$ cat config.mk
export PLATFORM = sky130hd
export DESIGN_NAME = lsu_mc
export DESIGN_NICKNAME = d
export VERILOG_FILES = /design/src/rtl/lsu_pkg.sv /design/src/rtl/lsu_lane.sv /design/src/rtl/lsu_mc.sv
export SDC_FILE = /design/constraint.sdc
export NUM_CORES = 1
export LEC_CHECK = 0
export ABC_AREA = 1
export CORE_ASPECT_RATIO = 1.2
export CORE_MARGIN = 3
export CORE_UTILIZATION = 41
export CTS_BUF_LIST = sky130_fd_sc_hd__clkbuf_2 sky130_fd_sc_hd__clkbuf_4 sky130_fd_sc_hd__clkbuf_8
export DETAILED_ROUTE_END_ITERATION = 16
export HOLD_SLACK_MARGIN = 0.08
export PLACE_DENSITY_LB_ADDON = 0.3
export SKIP_CTS_REPAIR_TIMING = 1
export SYNTH_ARGS = -nofsm -noshare
export SYNTH_HDL_FRONTEND = slang
export SYNTH_SLANG_ARGS = --single-unit
export TNS_END_PERCENT = 5
$ cat constraint.sdc
create_clock -name clk -period 2.92 [get_ports clk]
set_input_delay 0.438 -clock clk [delete_from_list [all_inputs] [get_ports clk]]
set_output_delay 0.438 -clock clk [all_outputs]
set_load 0.1 [all_outputs]
$ cat src/rtl/lsu_pkg.sv
// Shared types and the access legality check for the multicycle load/store unit.
package lsu_pkg;

  typedef enum logic [1:0] {SZ_B, SZ_H, SZ_W, SZ_D} size_t;
  typedef enum logic [1:0] {IDLE, ACCESS, RESP, FAULT} state_t;

  // lo is the low three address bits; wide is set when the datapath is 64 bits.
  function automatic logic access_ok(input logic [2:0] lo, input size_t sz, input logic wide);
    case (sz)
      SZ_B:    access_ok = 1'b1;
      SZ_H:    access_ok = ~lo[0];
      SZ_W:    access_ok = lo[1:0] == 2'b00;
      default: access_ok = wide && lo == 3'b000;
    endcase
  endfunction

endpackage

$ cat src/rtl/lsu_lane.sv
// Byte-lane steering: byte enables, positioned store data and extended load value.
module lsu_lane #(
  parameter int N          = 32,
  parameter bit BIG_ENDIAN = 1'b1
) (
  input  logic [$clog2(N/8)-1:0] off,
  input  logic [1:0]             size,
  input  logic                   sext,
  input  logic [N-1:0]           wdata,
  input  logic [N-1:0]           rdata,
  output logic [N/8-1:0]         be,
  output logic [N-1:0]           wlane,
  output logic [N-1:0]           ldata
);
  localparam int NB = N / 8;
  localparam int OW = $clog2(NB);

  logic [OW:0]   nb, base;
  logic [NB-1:0] bmask;
  logic [N-1:0]  dmask, sh;
  logic          sgn;

  assign nb = (OW+1)'(1) << size;

  // Item byte k always lands in lane base+k; only the base differs by endianness.
  generate
    if (BIG_ENDIAN) begin : g_be
      assign base = (OW+1)'(NB) - {1'b0, off} - nb;
    end else begin : g_le
      assign base = {1'b0, off};
    end
    for (genvar i = 0; i < NB; i++) begin : g_byte
      assign bmask[i]        = (OW+1)'(i) < nb;
      assign dmask[8*i +: 8] = {8{bmask[i]}};
    end
  endgenerate

  assign sh = rdata >> {base, 3'b000};

  always_comb begin
    sgn = 1'b0;
    for (int i = 0; i < NB; i++)
      if ((OW+1)'(i) == nb - (OW+1)'(1)) sgn = sh[8*i+7];
  end

  assign be    = bmask << base;
  assign wlane = (wdata & dmask) << {base, 3'b000};
  assign ldata = (sh & dmask) | ({N{sext & sgn}} & ~dmask);

endmodule

$ cat src/rtl/lsu_mc.sv
// Multicycle load/store unit between the controller start/done handshake and a wait-state memory port.
module lsu_mc
  import lsu_pkg::*;
#(
  parameter int N          = 32,
  parameter int A          = 32,
  parameter bit BIG_ENDIAN = 1'b1
) (
  input  logic           clk,
  input  logic           reset,
  input  logic           start,
  input  logic           we,
  input  logic [1:0]     size,
  input  logic           sext,
  input  logic [A-1:0]   addr,
  input  logic [N-1:0]   wdata,
  output logic           busy,
  output logic           done,
  output logic           misalign,
  output logic [N-1:0]   rdata,
  output logic           mem_req,
  output logic           mem_we,
  output logic [A-1:0]   mem_adr,
  output logic [N/8-1:0] mem_be,
  output logic [N-1:0]   mem_wdata,
  input  logic [N-1:0]   mem_rdata,
  input  logic           mem_ready
);
  localparam int NB = N / 8;
  localparam int OW = $clog2(NB);

  state_t        state, nxt;
  logic          we_q, sext_q, fault_arm, ok;
  logic [1:0]    size_q;
  logic [A-1:0]  addr_q;
  logic [N-1:0]  wdata_q, wl_c, ld_c;
  logic [NB-1:0] be_c;

  assign ok = access_ok(addr[2:0], size_t'(size), N == 64);

  lsu_lane #(.N(N), .BIG_ENDIAN(BIG_ENDIAN)) u_lane (
    .off   (addr_q[OW-1:0]),
    .size  (size_q),
    .sext  (sext_q),
    .wdata (wdata_q),
    .rdata (mem_rdata),
    .be    (be_c),
    .wlane (wl_c),
    .ldata (ld_c)
  );

  always_ff @(posedge clk or posedge reset)
    if (reset) state <= IDLE;
    else       state <= nxt;

  // A fault spends one quiet cycle before done, so it reports with the same latency as a hit.
  always_ff @(posedge clk or posedge reset)
    if (reset) begin
      we_q      <= 1'b0;
      sext_q    <= 1'b0;
      size_q    <= 2'b00;
      addr_q    <= '0;
      wdata_q   <= '0;
      rdata     <= '0;
      fault_arm <= 1'b0;
    end else begin
      if (state == IDLE && start) begin
        we_q    <= we;
        sext_q  <= sext;
        size_q  <= size;
        addr_q  <= addr;
        wdata_q <= wdata;
      end
      if (state == ACCESS && mem_ready && !we_q) rdata <= ld_c;
      fault_arm <= (state == FAULT) ? ~fault_arm : 1'b0;
    end

  always_comb begin
    nxt = state;
    case (state)
      IDLE:    if (start) nxt = ok ? ACCESS : FAULT;
      ACCESS:  if (mem_ready) nxt = RESP;
      RESP:    nxt = IDLE;
      default: if (fault_arm) nxt = IDLE;
    endcase
  end

  always_comb begin
    busy      = state != IDLE;
    done      = 1'b0;
    misalign  = 1'b0;
    mem_req   = 1'b0;
    mem_we    = 1'b0;
    mem_adr   = '0;
    mem_be    = '0;
    mem_wdata = '0;
    case (state)
      ACCESS: begin
        mem_req   = 1'b1;
        mem_we    = we_q;
        mem_adr   = {addr_q[A-1:OW], {OW{1'b0}}};
        mem_be    = be_c;
        mem_wdata = wl_c;
      end
      RESP:  done = 1'b1;
      FAULT: begin
        done     = fault_arm;
        misalign = fault_arm;
      end
      default: ;
    endcase
  end

endmodule

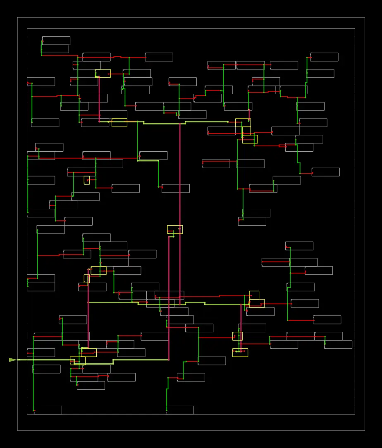
run_1/final_clocks.png
clock buffers: 10
total number of sequential cells: 103
cts bufs inserted: 9
number of clock sinks: 103

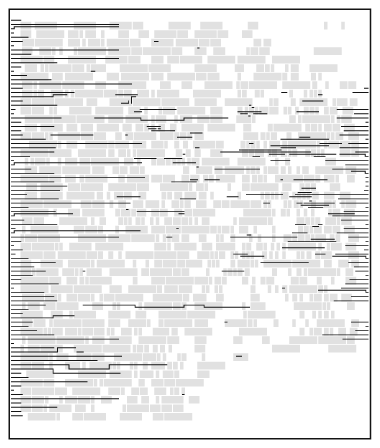
run_1/met3.png
longest straight run	42.5 um
share of all routed wire	11%
nets with wire on the layer	201

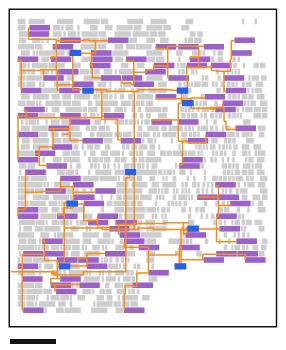
run_1/clock_map.png
Scale bar: 20 um.
[purple] flip-flops | count: 103
[orange] clock wires | length: 1340 um
[blue] cells driving clock nets | count: 9
routed clock nets	10
flops lie	spread over the die

==> flow_summary.html, run 1 <==
<h2>Synthesis and place &amp; route</h2>
<table>
<tr><th>Metric</th><th>Value</th></tr>
<tr><th colspan="2">Setup path</th></tr>
<tr><td>Family with the most delay on the worst path</td><td>simple AND/OR/NAND/NOR gates</td></tr>
<tr><td>Highest cell delay on the worst timing path</td><td>0.46 ns</td></tr>
<tr><td>Crit-path cells</td><td>ha_4 &gt; ha_4 &gt; inv_2 &gt; ha_4 &gt; inv_2 &gt; nand2_2 &gt; nand2_1 &gt; nand2_2 &gt; nand2_4 &gt; nand2_8 &gt; nor2_4 &gt; inv_2 &gt; nor2_4 &gt; clkinvlp_4 &gt; buf_12 &gt; nor2_4 &gt; buf_12</td></tr>
<tr><td>Data required time at the worst endpoint</td><td>2.48 ns</td></tr>
<tr><td>FF-to-FF Start</td><td>size_q[0]$_DFFE_PP0P_</td></tr>
<tr><td>Total number of cells along the worst setup path</td><td>17</td></tr>
<tr><td>Slowest cell on the critical path</td><td>sky130_fd_sc_hd__dfrtp_2</td></tr>
<tr><td>Critical path peak fanout</td><td>6</td></tr>
<tr><td>Kind of launch point of the worst setup path</td><td>flop</td></tr>
<tr><td>WP data arrival</td><td>2.74 ns</td></tr>
<tr><td>Path depth of the worst reg2reg path</td><td>17</td></tr>
<tr><td>Category of the most critical setup path</td><td>reg -&gt; out</td></tr>
<tr><td>Startpoint of the most critical setup path</td><td>size_q[0]$_DFFE_PP0P_</td></tr>
<tr><th colspan="2">Logic synthesis</th></tr>
<tr><td>Registers, synthesis</td><td>103</td></tr>
<tr><td>Post-Syn Instances</td><td>686</td></tr>
<tr><td>Total number of yosys warnings</td><td>0</td></tr>
<tr><td>Synth cell types</td><td>38</td></tr>
<tr><td>Area figure in the yosys stat output</td><td>5856 sq um</td></tr>
<tr><td>Most frequently used flop master after synthesis</td><td>sky130_fd_sc_hd__dfrtp_1</td></tr>
<tr><td>Area share of fa/ha/maj cells after synthesis</td><td>3.419%</td></tr>
<tr><td>Share of synthesized registers carrying an async set or reset</td><td>100.0%</td></tr>
<tr><td>Simple-Gate Area Share</td><td>17.88%</td></tr>
<tr><td>Top comb family, area</td><td>simple AND/OR/NAND/NOR gates</td></tr>
<tr><td>Multiplexer share</td><td>11.69%</td></tr>
<tr><th colspan="2">Final timing</th></tr>
<tr><td>Sum Neg Setup Slack</td><td>-4.778 ns</td></tr>
<tr><td>Largest clock skew in the final design</td><td>0.01185 ns</td></tr>
<tr><td>Minimum clock period after layout</td><td>3.178 ns</td></tr>
<tr><td>Final-layout worst hold slack</td><td>0.4414 ns</td></tr>
<tr><td>Normalized max-slew margin</td><td>62.83%</td></tr>
<tr><td>Least-Margin Pin Slew</td><td>0.5575 ns</td></tr>
<tr><td>Final setup slack of the worst path</td><td>-0.2581 ns</td></tr>
<tr><td>Final setup viols</td><td>34</td></tr>
<tr><th colspan="2">Min path</th></tr>
<tr><td>Hold path startpoint</td><td>fault_arm$_DFF_PP0_</td></tr>
<tr><td>Min-Delay Path Depth</td><td>1</td></tr>
<tr><td>Tightest Hold Check Type</td><td>reg -&gt; reg</td></tr>
<tr><th colspan="2">Layout</th></tr>
<tr><td>Register area</td><td>2579 sq um</td></tr>
<tr><td>Antenna Diode Count</td><td>0</td></tr>
<tr><td>Fraction of area in multi-input gates</td><td>32.74%</td></tr>
<tr><td>Non-clock buffer share</td><td>31.76%</td></tr>
<tr><td>Fraction of area in registers</td><td>27.69%</td></tr>
<tr><td>Fraction of final layout cells with drive strength greater than 1</td><td>31.89%</td></tr>
<tr><th colspan="2">Clock network</th></tr>
<tr><td>CTS tree</td><td>yes</td></tr>
<tr><td>Clock-pin slew of the registers on the worst-case setup and hold paths</td><td>0.09 ns</td></tr>
<tr><th colspan="2">Outcome</th></tr>
<tr><td>Violations in the final reports</td><td>setup timing</td></tr>
<tr><td>Status</td><td>finished, violations left</td></tr>
<tr><th colspan="2">Place</th></tr>
<tr><td>Cell area after placement</td><td>9029 sq um</td></tr>
<tr><td>Sum of net half-perimeters after detailed placement</td><td>14.36 mm</td></tr>
<tr><td>Input/output buffers</td><td>206</td></tr>
<tr><td>Setup slack at placement</td><td>-0.01786 ns</td></tr>
<tr><th colspan="2">Floorplanning</th></tr>
<tr><td>Die boundary width</td><td>115.1 um</td></tr>
<tr><td>Number of rows in the core area</td><td>47</td></tr>
<tr><th colspan="2">GRT</th></tr>
<tr><td>Tot GR Track Use</td><td>24.46%</td></tr>
<tr><td>First-pass GRT wire length</td><td>29.88 mm</td></tr>
<tr><th colspan="2">Drt</th></tr>
<tr><td>Mean routed wirelength per cell</td><td>17.91 um</td></tr>
<tr><td>Number of remaining DRC errors</td><td>0</td></tr>
<tr><td>Total wire length</td><td>19.18 mm</td></tr>
<tr><th colspan="2">Job</th></tr>
<tr><td>Max-capacitance violation count</td><td>0</td></tr>
</table>
[run 1: Yosys cell counts, types with 2 or more instances]
library cell	instances	area share, %
sky130_fd_sc_hd__a211oi_1	11	1.4
sky130_fd_sc_hd__a21oi_1	61	5.2
sky130_fd_sc_hd__a21oi_2	2	0.30
sky130_fd_sc_hd__a221oi_1	4	0.60
sky130_fd_sc_hd__a22oi_1	8	1.0
sky130_fd_sc_hd__a31oi_1	9	0.96
sky130_fd_sc_hd__a32o_1	2	0.34
sky130_fd_sc_hd__a41oi_1	4	0.60
sky130_fd_sc_hd__buf_1	7	0.45
sky130_fd_sc_hd__buf_2	11	0.94
sky130_fd_sc_hd__buf_4	5	0.64
sky130_fd_sc_hd__clkbuf_1	16	1.0
sky130_fd_sc_hd__dfrtp_1	103	44
sky130_fd_sc_hd__ha_1	16	3.4
sky130_fd_sc_hd__inv_1	84	5.4
sky130_fd_sc_hd__inv_2	4	0.26
sky130_fd_sc_hd__mux2_2	59	11
sky130_fd_sc_hd__mux2i_1	2	0.34
sky130_fd_sc_hd__nand2_1	101	6.5
sky130_fd_sc_hd__nand2_4	3	0.58
sky130_fd_sc_hd__nand3_1	23	2.0
sky130_fd_sc_hd__nand3_4	4	1.2
sky130_fd_sc_hd__nor2_1	95	6.1
sky130_fd_sc_hd__nor2_2	3	0.32
sky130_fd_sc_hd__nor3_1	5	0.43
sky130_fd_sc_hd__nor3_2	2	0.34
sky130_fd_sc_hd__o211ai_1	4	0.51
sky130_fd_sc_hd__o21ai_0	24	2.1
sky130_fd_sc_hd__o31ai_1	5	0.64
[run 1: placed cells by master (no fill, tap or decap), types with 3 or more instances in the layout]
cell and n:
sky130_fd_sc_hd__nand3_1 22, sky130_fd_sc_hd__mux2_2 59, sky130_fd_sc_hd__nor3_1 5, sky130_fd_sc_hd__a41oi_1 4
sky130_fd_sc_hd__a221oi_1 3, sky130_fd_sc_hd__ha_1 10, sky130_fd_sc_hd__o21ai_2 4, sky130_fd_sc_hd__clkdlybuf4s50_1 103
sky130_fd_sc_hd__buf_4 62, sky130_fd_sc_hd__a211oi_2 4, sky130_fd_sc_hd__inv_4 3, sky130_fd_sc_hd__buf_12 73
sky130_fd_sc_hd__nand2_1 98, sky130_fd_sc_hd__clkbuf_8 10, sky130_fd_sc_hd__a22oi_1 7, sky130_fd_sc_hd__nand3_4 4
sky130_fd_sc_hd__a31oi_1 9, sky130_fd_sc_hd__nor2_2 15, sky130_fd_sc_hd__dfrtp_1 102, sky130_fd_sc_hd__nor2_4 10
sky130_fd_sc_hd__nor2_1 73, sky130_fd_sc_hd__nand2_2 3, sky130_fd_sc_hd__o211ai_1 4, sky130_fd_sc_hd__nand2_4 3
sky130_fd_sc_hd__o21ai_0 18, sky130_fd_sc_hd__inv_2 8, sky130_fd_sc_hd__o31ai_1 3, sky130_fd_sc_hd__inv_1 76
sky130_fd_sc_hd__a21oi_1 61, sky130_fd_sc_hd__ha_4 4, sky130_fd_sc_hd__a211oi_1 5
[run 1: layer usage]
layer	GRT usage (%)	vias up	wire, um
met2	39.48	296	9036
met4	8.806	0	607
met1	29.21	2687	7336
met3	10.22	47	2204
li1	-	2675	-
met5	0	-	0
run_1/zoom.png
Region (38, 48) to (78, 88) um. Cells in grey, sequential cells in the stronger grey; small squares are vias.
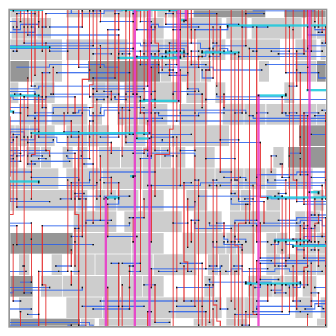

==> run 2, diff against run 1 <==
Settings changed: ABC_AREA 1 to default, CORE_MARGIN 3 to default, CORE_UTILIZATION 41 to 42.
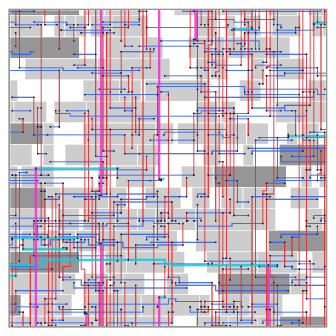
run_2/zoom.png
Region (34, 45) to (74, 85) um. Cells in grey, sequential cells in the stronger grey; small squares are vias.
colour	layer
cyan	met3
blue	met1
red	met2
magenta	met4
sequential cells in the window	7
cells with their middle in the window	107
most frequent	buf_4 (13), nor2_1 (7)
netlist names of flops here include	wdata_q (4), rdata (2)

==> flow_summary.html, run 2 <==
<h2>Synthesis and place &amp; route</h2>
<table>
<tr><th>Metric</th><th>Value</th></tr>
<tr><th colspan="2">Layout</th></tr>
<tr><td>Area Growth Syn to Fin</td><td>52.48%</td></tr>
<tr><td>Register area</td><td>2579 sq um</td></tr>
<tr><td>Total of fill cells in the finished design</td><td>1032</td></tr>
<tr><td>Antenna Diode Count</td><td>0</td></tr>
<tr><td>Fraction of final layout cells with drive strength greater than 1</td><td>34.63%</td></tr>
<tr><td>Cell area after layout</td><td>8780 sq um</td></tr>
<tr><td>Top Layout Cells</td><td>sky130_fd_sc_hd__clkdlybuf4s50_1, sky130_fd_sc_hd__dfrtp_1, sky130_fd_sc_hd__buf_4</td></tr>
<tr><td>Regs by FF count</td><td>addr_q: 32 flops, rdata: 32 flops, wdata_q: 32 flops</td></tr>
<tr><td>Most frequently placed logic cell in the final layout</td><td>sky130_fd_sc_hd__clkdlybuf4s50_1</td></tr>
<tr><td>Number of nets in the final layout</td><td>889</td></tr>
<tr><td>Combinational Area</td><td>3227 sq um</td></tr>
<tr><td>Post-layout instance count excluding filler cells</td><td>942</td></tr>
<tr><th colspan="2">Final timing</th></tr>
<tr><td>Final max-slew violation count</td><td>0</td></tr>
<tr><td>Endpoints failing hold</td><td>0</td></tr>
<tr><td>Least-Margin Pin Slew</td><td>0.5369 ns</td></tr>
<tr><td>Normalized max-slew margin</td><td>64.21%</td></tr>
<tr><td>Largest clock skew in the final design</td><td>0.01645 ns</td></tr>
<tr><td>RSZ-0062 raised after global routing</td><td>yes</td></tr>
<tr><td>Peak clock frequency supported by timing</td><td>0.3102 GHz</td></tr>
<tr><td>Final setup viols</td><td>35</td></tr>
<tr><td>Minimum clock period after layout</td><td>3.223 ns</td></tr>
<tr><td>Final setup slack of the worst path</td><td>-0.3033 ns</td></tr>
<tr><td>Fin crit share</td><td>110.4%</td></tr>
<tr><th colspan="2">GRT</th></tr>
<tr><td>Remaining global-route overflow</td><td>0</td></tr>
<tr><td>First-pass GRT wire length</td><td>26.94 mm</td></tr>
<tr><td>Met1 routing resource usage after global routing</td><td>29.38%</td></tr>
<tr><td>Met2 usage</td><td>42.88%</td></tr>
<tr><td>Busiest metal layer after global routing</td><td>met2</td></tr>
<tr><td>Maximum number of pins on one net before global-route repair</td><td>55</td></tr>
<tr><td>Number of antenna violations at the first check in global routing</td><td>0</td></tr>
<tr><td>Met3 Usage GRT</td><td>5.594%</td></tr>
<tr><td>Number of global-route vias before repair</td><td>5262</td></tr>
<tr><td>Tot GR Track Use</td><td>24.61%</td></tr>
<tr><th colspan="2">Clock network</th></tr>
<tr><td>Clock-pin slew of the registers on the worst-case setup and hold paths</td><td>0.11 ns</td></tr>
<tr><td>CTS tree</td><td>yes</td></tr>
<tr><td>Cts bufs inserted</td><td>9</td></tr>
<tr><td>CTS Buffer Depth</td><td>2</td></tr>
<tr><td>Clock latency on the worst-skew pair</td><td>0.37 ns</td></tr>
<tr><td>Number of clock sinks</td><td>103</td></tr>
<tr><td>Count of H-tree levels built during CTS</td><td>3</td></tr>
<tr><td>Root Buffer</td><td>sky130_fd_sc_hd__clkbuf_8</td></tr>
<tr><th colspan="2">Logic synthesis</th></tr>
<tr><td>Synth cell count leaders</td><td>sky130_fd_sc_hd__dfrtp_1, sky130_fd_sc_hd__mux2_2, sky130_fd_sc_hd__nor2_1</td></tr>
<tr><td>Most frequently used flop master after synthesis</td><td>sky130_fd_sc_hd__dfrtp_1</td></tr>
<tr><td>Synth top area cells</td><td>sky130_fd_sc_hd__dfrtp_1, sky130_fd_sc_hd__mux2_2, sky130_fd_sc_hd__and2_1</td></tr>
<tr><td>Leading area contributor after synthesis</td><td>sky130_fd_sc_hd__dfrtp_1</td></tr>
<tr><td>Area figure in the yosys stat output</td><td>5758 sq um</td></tr>
<tr><td>Number of flops mapped to enable cells by yosys</td><td>0</td></tr>
<tr><td>Total number of yosys warnings</td><td>0</td></tr>
<tr><td>Post-Syn Instances</td><td>563</td></tr>
<tr><td>Synth cell types</td><td>48</td></tr>
<tr><td>Cell count in the Yosys report</td><td>563</td></tr>
<tr><td>Share of synthesized registers carrying an async set or reset</td><td>100.0%</td></tr>
<tr><td>Most instantiated library cell after synthesis</td><td>sky130_fd_sc_hd__dfrtp_1</td></tr>
<tr><td>Average instance area after synthesis</td><td>10.23 sq um</td></tr>
<tr><td>Fraction of the yosys area taken by sequential cells</td><td>44.76%</td></tr>
<tr><td>Registers, synthesis</td><td>103</td></tr>
<tr><td>Area share of the largest cell type after synthesis</td><td>44.76%</td></tr>
<tr><td>Synth Cell Area</td><td>5758 sq um</td></tr>
<tr><th colspan="2">Floorplanning</th></tr>
<tr><td>Die Ht</td><td>130.3 um</td></tr>
<tr><td>Die Outline Area</td><td>14180 sq um</td></tr>
<tr><td>Number of placed I/O pins</td><td>209</td></tr>
<tr><td>Fraction of the core area occupied by cells at floorplan</td><td>43.31%</td></tr>
<tr><td>Number of rows in the core area</td><td>46</td></tr>
<tr><td>Die boundary width</td><td>108.9 um</td></tr>
<tr><td>Core Box Area</td><td>13300 sq um</td></tr>
<tr><th colspan="2">Job</th></tr>
<tr><td>Max-capacitance violation count</td><td>0</td></tr>
<tr><td>OpenROAD warning count</td><td>39</td></tr>
<tr><th colspan="2">Place</th></tr>
<tr><td>Placer Congestion</td><td>0.8332</td></tr>
<tr><td>Cell total after placement</td><td>925</td></tr>
<tr><td>Input/output buffers</td><td>206</td></tr>
<tr><td>Sum of net half-perimeters after detailed placement</td><td>13.39 mm</td></tr>
<tr><td>Setup slack at placement</td><td>-0.03419 ns</td></tr>
<tr><td>Cell area after placement</td><td>8488 sq um</td></tr>
<tr><th colspan="2">Drt</th></tr>
<tr><td>Count of vias placed by the detailed router</td><td>5206</td></tr>
<tr><td>Total wire length</td><td>17.43 mm</td></tr>
<tr><td>Detailed Routing Iterations Pass 1</td><td>7</td></tr>
<tr><td>Number of nets still failing antenna checks after routing</td><td>0</td></tr>
<tr><td>Vias per inst</td><td>5.527</td></tr>
<tr><td>Mean routed wirelength per cell</td><td>18.50 um</td></tr>
<tr><td>Number of remaining DRC errors</td><td>0</td></tr>
<tr><td>DRC violation total after the first TritonRoute iteration</td><td>357</td></tr>
<tr><th colspan="2">Setup path</th></tr>
<tr><td>WP data arrival</td><td>2.79 ns</td></tr>
<tr><td>Endpoint of the worst-slack reg-to-reg timing path</td><td>rdata[26]$_DFFE_PP0P_</td></tr>
<tr><td>Path depth of the worst reg2reg path</td><td>11</td></tr>
<tr><td>Data required time at the worst endpoint</td><td>2.48 ns</td></tr>
<tr><td>Critical path peak fanout</td><td>9</td></tr>
<tr><td>Category of the most critical setup path</td><td>reg -&gt; out</td></tr>
<tr><td>Endpoint of the most critical setup path</td><td>mem_wdata[1]</td></tr>
<tr><td>Kind of launch point of the worst setup path</td><td>flop</td></tr>
<tr><td>Worst reg2reg setup slack</td><td>0.23 ns</td></tr>
<tr><td>Category of the worst setup path capture point</td><td>primary output</td></tr>
<tr><td>Startpoint of the most critical setup path</td><td>size_q[0]$_DFFE_PP0P_</td></tr>
<tr><td>FF-to-FF Start</td><td>size_q[0]$_DFFE_PP0P_</td></tr>
<tr><th colspan="2">Outcome</th></tr>
<tr><td>Status</td><td>finished, violations left</td></tr>
<tr><td>Violations in the final reports</td><td>setup timing</td></tr>
<tr><th colspan="2">Min path</th></tr>
<tr><td>Tightest Hold Check Type</td><td>in -&gt; async</td></tr>
</table>
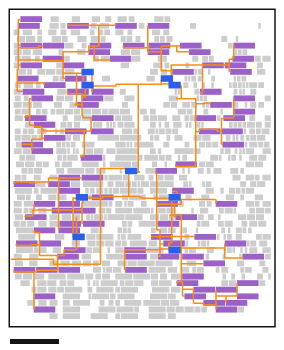
run_2/clock_map.png
Scale bar: 20 um.
[orange] clock wires | length: 1230 um
[purple] flip-flops | count: 103
[blue] cells driving clock nets | count: 9
flops lie	spread over the die

-- run 2: cell types whose count changed after synthesis, moves of 14 or more --
| cell | before | now |
|---|---|---|
| sky130_fd_sc_hd__inv_1 | 84 | 12 |
| sky130_fd_sc_hd__nand2_1 | 101 | 30 |
| sky130_fd_sc_hd__and2_1 | 0 | 42 |
| sky130_fd_sc_hd__nor2_1 | 95 | 61 |
| sky130_fd_sc_hd__a21oi_1 | 61 | 39 |
| sky130_fd_sc_hd__nand3_1 | 23 | 3 |
| sky130_fd_sc_hd__mux2i_1 | 2 | 17 |
| sky130_fd_sc_hd__nand3b_1 | 0 | 14 |
-- run 2: critical path: stages (launching register included) --
cell and delay [ns]:
sky130_fd_sc_hd__dfrtp_2 0.46, sky130_fd_sc_hd__ha_4 0.18, sky130_fd_sc_hd__ha_4 0.26, sky130_fd_sc_hd__inv_2 0.04, sky130_fd_sc_hd__ha_4 0.17, sky130_fd_sc_hd__xnor2_4 0.14, sky130_fd_sc_hd__xnor2_2 0.15, sky130_fd_sc_hd__or3_4 0.36
sky130_fd_sc_hd__nor3_4 0.18, sky130_fd_sc_hd__buf_12 0.16, sky130_fd_sc_hd__and2_4 0.15, sky130_fd_sc_hd__buf_12 0.16
-- run 2: cells by family (layout without fill, tap and decap cells) --
kind of cell | after synthesis | after routing | share of synthesized area, %
simple gates | 180 | 180 | 16.19
compound gates | 122 | 122 | 14.12
flops | 103 | 103 | 44.76
mux | 86 | 86 | 16.64
buf+inv | 52 | 262 | 3.911
fa+ha+maj | 16 | 16 | 3.477
xor+xnor | 3 | 3 | 0.8258
other cells | 1 | 2 | 0.06513
-- run 2: final cells by class --
| type | instances | area share (%) |
|---|---|---|
| inverters | 12 | 0.5415 |
| multi-input cells | 409 | 36.75 |
| repair buffers | 234 | 28.59 |
| flip-flops and latches | 103 | 29.37 |
| clock buffers | 10 | 1.496 |
| well taps | 168 | 2.394 |
| clock inverters | 6 | 0.8551 |
-- run 2: routing by layer --
metal	vias to the layer above	routed length [um]
met5	-	0
met4	0	486
met3	34	1255
met2	234	8835
met1	2538	6851
li1	2400	-
-- run 2: through the flow --
| step | TNS (ns) | util [%] | hold slack (ns) |
|---|---|---|---|
| 2_1_floorplan | -42.43 | - | 0.4270 |
| 3_3_place_gp | 0 | 63.84 | 0.4451 |
| 3_5_place_dp | -0.2356 | 63.84 | 0.4559 |
| 4_1_cts | -11.21 | 65.40 | 0.3777 |
| 5_1_grt | -9.189 | 66.04 | 0.3993 |
| 6_report | -5.931 | 66.04 | 0.3854 |
